## config.mk

```make
export PLATFORM = sky130hd
export DESIGN_NAME = regfile_wr_arbiter
export DESIGN_NICKNAME = d
export VERILOG_FILES = /design/src/rtl/regfile_wr_arbiter.sv
export SDC_FILE = /design/constraint.sdc
export NUM_CORES = 1
export LEC_CHECK = 0
export ABC_AREA = 1
export ABC_CLOCK_PERIOD_IN_PS = 5680
export CORE_ASPECT_RATIO = 0.6
export CORE_MARGIN = 1
export CORE_UTILIZATION = 24
export DETAILED_ROUTE_END_ITERATION = 10
export PLACE_DENSITY = 0.53
export SLEW_MARGIN = 20
export SYNTH_ARGS = -nofsm -noshare
export SYNTH_HDL_FRONTEND = slang
export SYNTH_SLANG_ARGS = --single-unit
```

## constraint.sdc

```tcl
create_clock -name clk_i -period 5.68 [get_ports clk_i]
set_clock_uncertainty 0.2 [all_clocks]
set_input_delay 0.568 -clock clk_i [delete_from_list [all_inputs] [get_ports clk_i]]
set_output_delay 0.568 -clock clk_i [all_outputs]
set_load 0.02 [all_outputs]
```

## src/rtl/regfile_wr_arbiter.sv

```systemverilog
// rtl/regfile_wr_arbiter.sv - round-robin arbiter for the register file write port
// Optional: REGFILE_R0_PROTECT_EN suppresses the write enable for address 0.
module regfile_wr_arbiter #(
  parameter int NREQ = 3,
  parameter int DW   = 16,
  parameter int AW   = 3
) (
  input  logic                 clk_i,
  input  logic                 rst_ni,
  input  logic                 hold_i,
  input  logic [NREQ-1:0]      req_i,
  input  logic [NREQ*AW-1:0]   req_addr_i,
  input  logic [NREQ*DW-1:0]   req_data_i,
  output logic [NREQ-1:0]      ack_o,
  output logic [(1<<AW)-1:0]   wr_en_n_o,
  output logic [AW-1:0]        wr_addr_o,
  output logic [DW-1:0]        wr_data_o,
  output logic                 busy_o
);

  localparam int NWE = 1 << AW;
  localparam int PW  = (NREQ > 1) ? $clog2(NREQ) : 1;

  typedef enum logic {S_IDLE, S_WRITE} state_e;

  state_e          state_q, state_d;
  logic [PW-1:0]   rr_ptr_q, rr_ptr_d;
  logic [NREQ-1:0] ack_q, ack_d;
  logic [NWE-1:0]  wr_en_n_q, wr_en_n_d;
  logic [AW-1:0]   wr_addr_q, wr_addr_d;
  logic [DW-1:0]   wr_data_q, wr_data_d;
  logic            busy_q, busy_d;

  logic            grant_valid;
  logic [PW-1:0]   grant_idx;
  logic [AW-1:0]   grant_addr;
  logic [DW-1:0]   grant_data;

  function automatic logic [NWE-1:0] decode_we(input logic [AW-1:0] a);
    logic [NWE-1:0] onehot;
    onehot    = '0;
    onehot[a] = 1'b1;
`ifdef REGFILE_R0_PROTECT_EN
    if (a == '0) onehot = '0;
`else
`endif
    return ~onehot;
  endfunction

  // Search starts at rr_ptr and wraps, so the first hit is the round-robin winner.
  always_comb begin
    int cand;
    cand        = 0;
    grant_valid = 1'b0;
    grant_idx   = '0;
    for (int off = 0; off < NREQ; off++) begin
      cand = int'(rr_ptr_q) + off;
      if (cand >= NREQ) cand = cand - NREQ;
      if (!grant_valid && req_i[PW'(cand)]) begin
        grant_valid = 1'b1;
        grant_idx   = PW'(cand);
      end
    end
  end

  assign grant_addr = req_addr_i[int'(grant_idx)*AW +: AW];
  assign grant_data = req_data_i[int'(grant_idx)*DW +: DW];

  always_comb begin
    state_d   = state_q;
    rr_ptr_d  = rr_ptr_q;
    ack_d     = '0;
    wr_en_n_d = '1;
    wr_addr_d = wr_addr_q;
    wr_data_d = wr_data_q;
    busy_d    = 1'b0;
    case (state_q)
      S_IDLE: begin
        if (!hold_i && grant_valid) begin
          wr_addr_d        = grant_addr;
          wr_data_d        = grant_data;
          wr_en_n_d        = decode_we(grant_addr);
          ack_d[grant_idx] = 1'b1;
          busy_d           = 1'b1;
          rr_ptr_d         = (int'(grant_idx) == NREQ-1) ? '0 : grant_idx + 1'b1;
          state_d          = S_WRITE;
        end
      end
      // The write always completes; hold only blocks the next grant.
      S_WRITE: state_d = S_IDLE;
      default: state_d = S_IDLE;
    endcase
  end

  always_ff @(posedge clk_i or negedge rst_ni) begin
    if (!rst_ni) begin
      state_q   <= S_IDLE;
      rr_ptr_q  <= '0;
      ack_q     <= '0;
      wr_en_n_q <= '1;
      wr_addr_q <= '0;
      wr_data_q <= '0;
      busy_q    <= 1'b0;
    end else begin
      state_q   <= state_d;
      rr_ptr_q  <= rr_ptr_d;
      ack_q     <= ack_d;
      wr_en_n_q <= wr_en_n_d;
      wr_addr_q <= wr_addr_d;
      wr_data_q <= wr_data_d;
      busy_q    <= busy_d;
    end
  end

  assign ack_o     = ack_q;
  assign wr_en_n_o = wr_en_n_q;
  assign wr_addr_o = wr_addr_q;
  assign wr_data_o = wr_data_q;
  assign busy_o    = busy_q;

endmodule

```

The metal 1 layer:
The bar under the picture is 20 um long. Supply wires on this layer in gray.
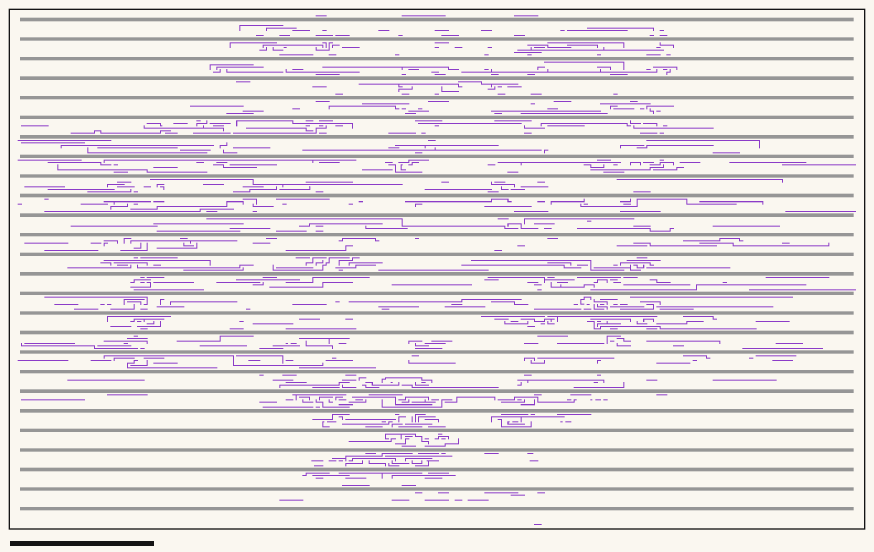
378 nets have wire on it. The layer holds 50% of the routed length. The longest straight run is 35.0 um. The layer carries 2950 um of wire. The wires run mostly horizontal.

Signal wires on met2:
Cells faint in the background.
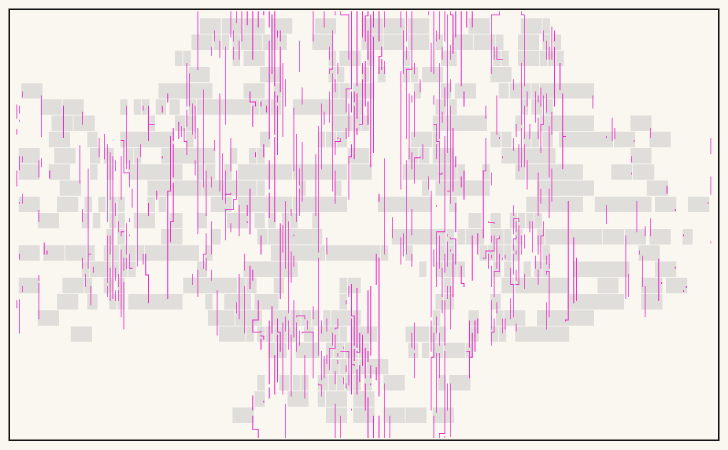
The layer carries 2370 um of wire. The wires run mostly vertical.
met2 Use GR: 0.192
vias: 2086

==> qor.yml <==
status:
  status: "finished clean"
power_and_ir_drop:
  power_mw: 2.04
  combPwrFrac: 0.669
  ir_worst_vdd_mv: 0.204
  comb-power_mw: 1.36
  power.share.sequential: 0.206
layout:
  nMultiInputCombCells: 215
  seq_share: 0.270
  comb_area_sq_um: 990
  largest_reg_flops: 16
  postLayoutCellArea_sq_um: 3090
  utilization: 0.392
floorplanning:
  die_area_sq_um: 8550
  ioPinCount: 94
  coreArea_sq_um: 7880
worst_setup_path:
  max_stage_delay_ns: 0.81
timing:
  finalClockPeriodUsage: 0.584
  finalHoldViolCount: 0
grt:
  grt-ovfl-total: 0
synthesis:
  netlist_area_sq_um: 1960
clock_tree:
  h-tree-depth: 2
  clock_path_buffers: 2
flow_run:
  maxCapViolations: 0
  tool_warnings: 29
Metal 3:
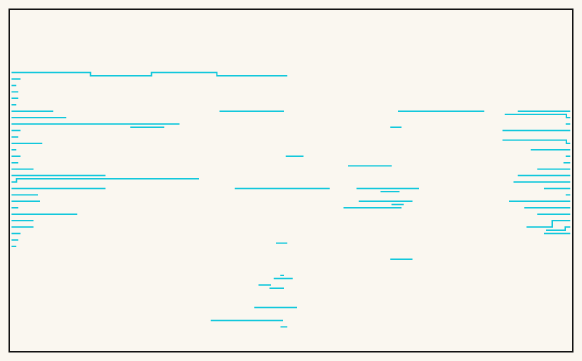
62 nets have wire on it. The layer carries 558 um of wire. The layer holds 9.4% of the routed length. The longest straight run is 38.4 um. The wires run mostly horizontal.

